<file path="src/rtl/rf_param_sb.sv">
// rf_param_sb: parametrised register file with N async read ports, one sync write port,
// sequential clear after reset, per-entry pending scoreboard; macro RF_BYPASS_EN adds write bypass.
module rf_param_sb #(
  parameter int unsigned DATA_W   = 32,
  parameter int unsigned ADDR_W   = 5,
  parameter int unsigned NUM_RD   = 2,
  parameter bit          ZERO_REG = 1'b1
) (
  input  logic                     i_clk,
  input  logic                     i_rst,
  input  logic [NUM_RD*ADDR_W-1:0] i_rd_addr,
  output logic [NUM_RD*DATA_W-1:0] o_rd_data,
  output logic [NUM_RD-1:0]        o_rd_pending,
  input  logic                     i_reg_write,
  input  logic [ADDR_W-1:0]        i_wr_addr,
  input  logic [DATA_W-1:0]        i_wr_data,
  input  logic                     i_sb_set,
  input  logic [ADDR_W-1:0]        i_sb_addr,
  output logic                     o_init_done
);
  localparam int unsigned DEPTH = 2 ** ADDR_W;

  typedef enum logic [0:0] {StClear, StRun} state_e;

  state_e            r_state;
  state_e            w_state_d;
  logic [ADDR_W:0]   r_clr_cnt;
  logic [DATA_W-1:0] r_mem [DEPTH];
  logic [DEPTH-1:0]  r_pend;
  logic              w_run;
  logic              w_last;
  logic              w_wr_en;
  logic              w_sb_en;

  assign w_last  = (r_clr_cnt == (ADDR_W + 1)'(DEPTH - 1));
  assign w_wr_en = w_run && i_reg_write && !(ZERO_REG && (i_wr_addr == '0));
  assign w_sb_en = w_run && i_sb_set && !(ZERO_REG && (i_sb_addr == '0));

  always_ff @(posedge i_clk) begin
    if (i_rst) begin
      r_state <= StClear;
    end else begin
      r_state <= w_state_d;
    end
  end

  always_comb begin
    w_state_d = r_state;
    unique case (r_state)
      StClear: if (w_last) w_state_d = StRun;
      StRun:   w_state_d = StRun;
      default: w_state_d = StClear;
    endcase
  end

  always_comb begin
    w_run       = (r_state == StRun);
    o_init_done = w_run;
  end

  always_ff @(posedge i_clk) begin
    if (i_rst) begin
      r_clr_cnt <= '0;
    end else if (r_state == StClear) begin
      r_clr_cnt <= r_clr_cnt + (ADDR_W + 1)'(1);
    end
  end

  // Storage has no reset of its own; the clear engine zeroes it one entry per cycle.
  always_ff @(posedge i_clk) begin
    if (!i_rst) begin
      if (!w_run) begin
        r_mem[r_clr_cnt[ADDR_W-1:0]] <= '0;
      end else if (w_wr_en) begin
        r_mem[i_wr_addr] <= i_wr_data;
      end
    end
  end

  // Set is applied after clear so a newly issued producer wins on the same entry.
  always_ff @(posedge i_clk) begin
    if (i_rst) begin
      r_pend <= '0;
    end else begin
      if (w_wr_en) r_pend[i_wr_addr] <= 1'b0;
      if (w_sb_en) r_pend[i_sb_addr] <= 1'b1;
    end
  end

  for (genvar g = 0; g < NUM_RD; g++) begin : g_rd
    logic [ADDR_W-1:0] w_ra;
    logic              w_mask;
    logic              w_byp;

    assign w_ra   = i_rd_addr[g*ADDR_W +: ADDR_W];
    assign w_mask = !w_run || (ZERO_REG && (w_ra == '0));
`ifdef RF_BYPASS_EN
    assign w_byp  = w_wr_en && (i_wr_addr == w_ra);
`else
    assign w_byp  = 1'b0;
`endif

    assign o_rd_data[g*DATA_W +: DATA_W] = w_mask ? '0 :
                                           w_byp  ? i_wr_data : r_mem[w_ra];
    assign o_rd_pending[g] = w_mask ? 1'b0 :
                             w_byp  ? (w_sb_en && (i_sb_addr == w_ra)) : r_pend[w_ra];
  end

endmodule

</file>
<file path="config.mk">
export PLATFORM = sky130hd
export DESIGN_NAME = rf_param_sb
export DESIGN_NICKNAME = d
export VERILOG_FILES = /design/src/rtl/rf_param_sb.sv
export SDC_FILE = /design/constraint.sdc
export NUM_CORES = 1
export LEC_CHECK = 0
export CAP_MARGIN = 20
export CORE_AREA = 4 4 360 362
export DETAILED_ROUTE_END_ITERATION = 8
export DIE_AREA = 0 0 364 366
export MAX_ROUTING_LAYER = met4
export PLACE_DENSITY = 0.63
export SLEW_MARGIN = 5
export SYNTH_ARGS = -nofsm -noshare
export SYNTH_HDL_FRONTEND = slang
export SYNTH_SLANG_ARGS = --single-unit
</file>
<file path="constraint.sdc">
create_clock -name i_clk -period 14.8 [get_ports i_clk]
set_input_delay 4.44 -clock i_clk [delete_from_list [all_inputs] [get_ports i_clk]]
set_output_delay 4.44 -clock i_clk [all_outputs]
set_load 0.05 [all_outputs]
</file>
==> Changelog: implementation <==
### Physical design

- Worst hold start: r_pend[2]
- GRT overflow: 0
- Pre-CTS WS: 2.16 ns
- Fin. Hold Viols: 0
- DP Area: 53500 um^2
- Ant. Diodes: 5
- Internal Pwr Total: 0.00490 W
- Ys Warns: 0
- CP endpoint: o_rd_data[39]
- Comb area leader: multiplexers
- Critical path cell sequence: clkdlybuf4s50_1, nor3b_4, buf_4, and2_1, buf_4, nand2_1, nand4_1, clkdlybuf4s50_1
- Slew @ Worst Pin: around 1.2 ns
- Flops & latches, synth: ~1100
- AND-OR/OR-AND Cells, Area Fraction: under 10%
- FF/Latch Area: 31500 um^2
- Via/cell ratio: 6.44
- Max-area cell class: flip-flops and latches
- Final worst-path setup slack: between 2 and 2.5 ns
- Hold path depth: 2
- Placed insts: 4793
- XOR/XNOR Area Share: 0.0697%
- Tool warnings: 27
- Inverters: 4
- Top cell excl fill/tap: edfxtp_1
- Busiest grt layer: met2
- Setup TNS: 0 ns
- Worst EP required: between 10 and 15 ns
- Max reg flops: between 1000 and 1500
- Clock net power: 0.00263 W
- Metal2 WL: 80600 um
- Psw: 0.00136 W
- Clock share of power: 42.1%
- Fmax: 78.5 MHz
- Tcrit/Tclk final: 86.1%
- RSZ-0062 raised after global routing: no
- CTS root buffer: clkbuf_16
- Status: complete, no violations
- Synth cell types: 55
- Crit Reg-Reg Startpoint: o_init_done
- DRC Markers: 0
- CP endpoint kind: output pin
- Rel. slew slack: 22.9%
- Synth mux share: 22.3%
- N_taps: around 1700
- Depth of the CTS H-tree: 3
- Logic share of the area: 31.0%
- First-pass GRT wire length: ~240000 um
- I/O Pins: 123
- Syn Inst Count: 3142
- Worst path depth: 8
- M2 GR Usage: just over 40%
- Critical path type: in -> out
- Final-report setup violation count: 0
- Min-delay worst type: reg -> reg
- FFs w/ async S/R, synth: 0%
- CTS Hold Bufs: 0
- Non-filler cells, final: 4998
- Combinational group share of total power: ~5.6%
- Final WL: 168000 um
- Comb. pwr: 0.000348 W
- Total of max-cap violations: 0
- Postcts setup bufs: 0
- Bufs w/o clock: 240
- WP data arrival: around 8.3 ns
- Tmin final: 12.74 ns
- CTS buffer count: 104
- Sink Count: about 1100
- PD cells: 110 nW/um^2
- Layout area overhead: 13.2%
- CLK BUF: 137
- Main flop type: edfxtp_1
- Biggest area cells: edfxtp_1 (61%), mux4_2 (12%), mux2i_1 (11%), a22oi_1 (3.1%), a21oi_1 (1.8%)
- Yosys stat chip area: 50300 um^2
- Critical path buffer and inverter count: 4
- Yosys adder share: 0.0249%
- Die width: 364 um
- CP max-delay cell: clkdlybuf4s50_1
- Tot Pwr: 0.00626 W
- RR Endpoint: r_mem[12][20]
- Lkg Pwr: 17.6 nW
- Max VDD drop: 105 uV
- Post-DRT Antenna Nets: 0
- Die height: roughly 370 um
- Worst path max stage delay: 0.89 ns
- Crit-path leading delay family: buffers and inverters
- Max Slew Vio Count: 0
- CTS tree: done
- Biggest regs: r_mem: 1024 flops, r_pend: 32 flops, r_clr_cnt: 6 flops
- Clk cell area share: 5.83%
- Clk_skew: between 0.015 and 0.02 ns
- Vias: 32202
- Flop count: 1063
Sequential cells coloured by netlist name:
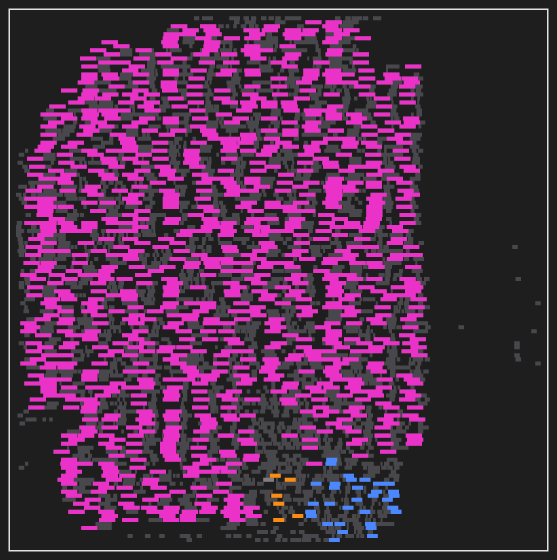
legend:
  blue:
    signal: `r_pend`
    sequential_cells: 32
  orange:
    signal: `r_clr_cnt`
    sequential_cells: 6
    where: bottom centre
  magenta:
    signal: `r_mem`
    sequential_cells: 1024
not coloured: 1

Local utilization:
The die is cut into 36 by 37 equal tiles; black is low, pale yellow is high, 0 to 100% covered.
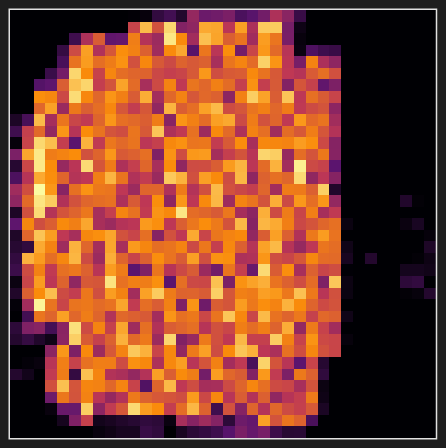
nearly empty tiles: 28%
fullest tile: 99%
tiles over 75% full: 14%
mean over tiles: 41%
Final Core Density: 44.9%
core area: 127000 um^2
FP Util: 39.7%

Track usage over the die:
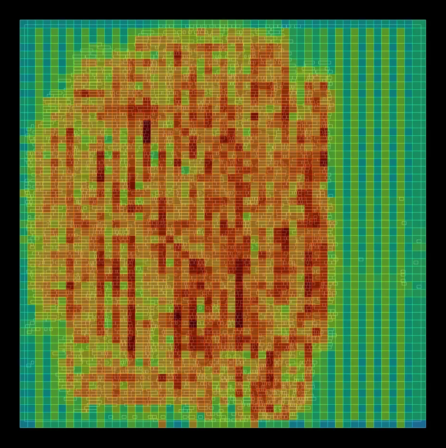
gr usage total: 25.4%
grt met1 use: 32.3%

Placement by cell class:
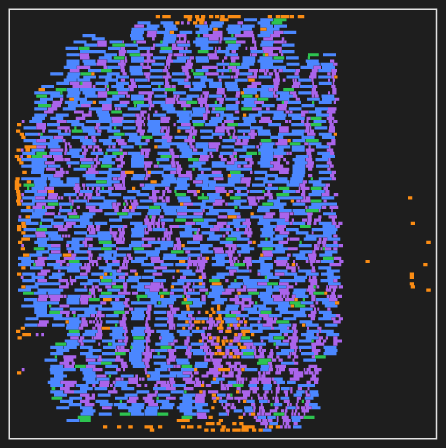
legend:
  purple:
    class: all other logic
    cells: 1835
  green:
    class: clock drivers and dummy loads
    cells: 193
  orange:
    class: other buffers and delay cells
    cells: 240
  blue:
    class: flip-flops
    cells: 1063
fin area: 56900 um^2
fraction of area in registers: 55.4%
Core Rows: 131

Power figures rest on the tool's default switching activity, not on a simulated workload.
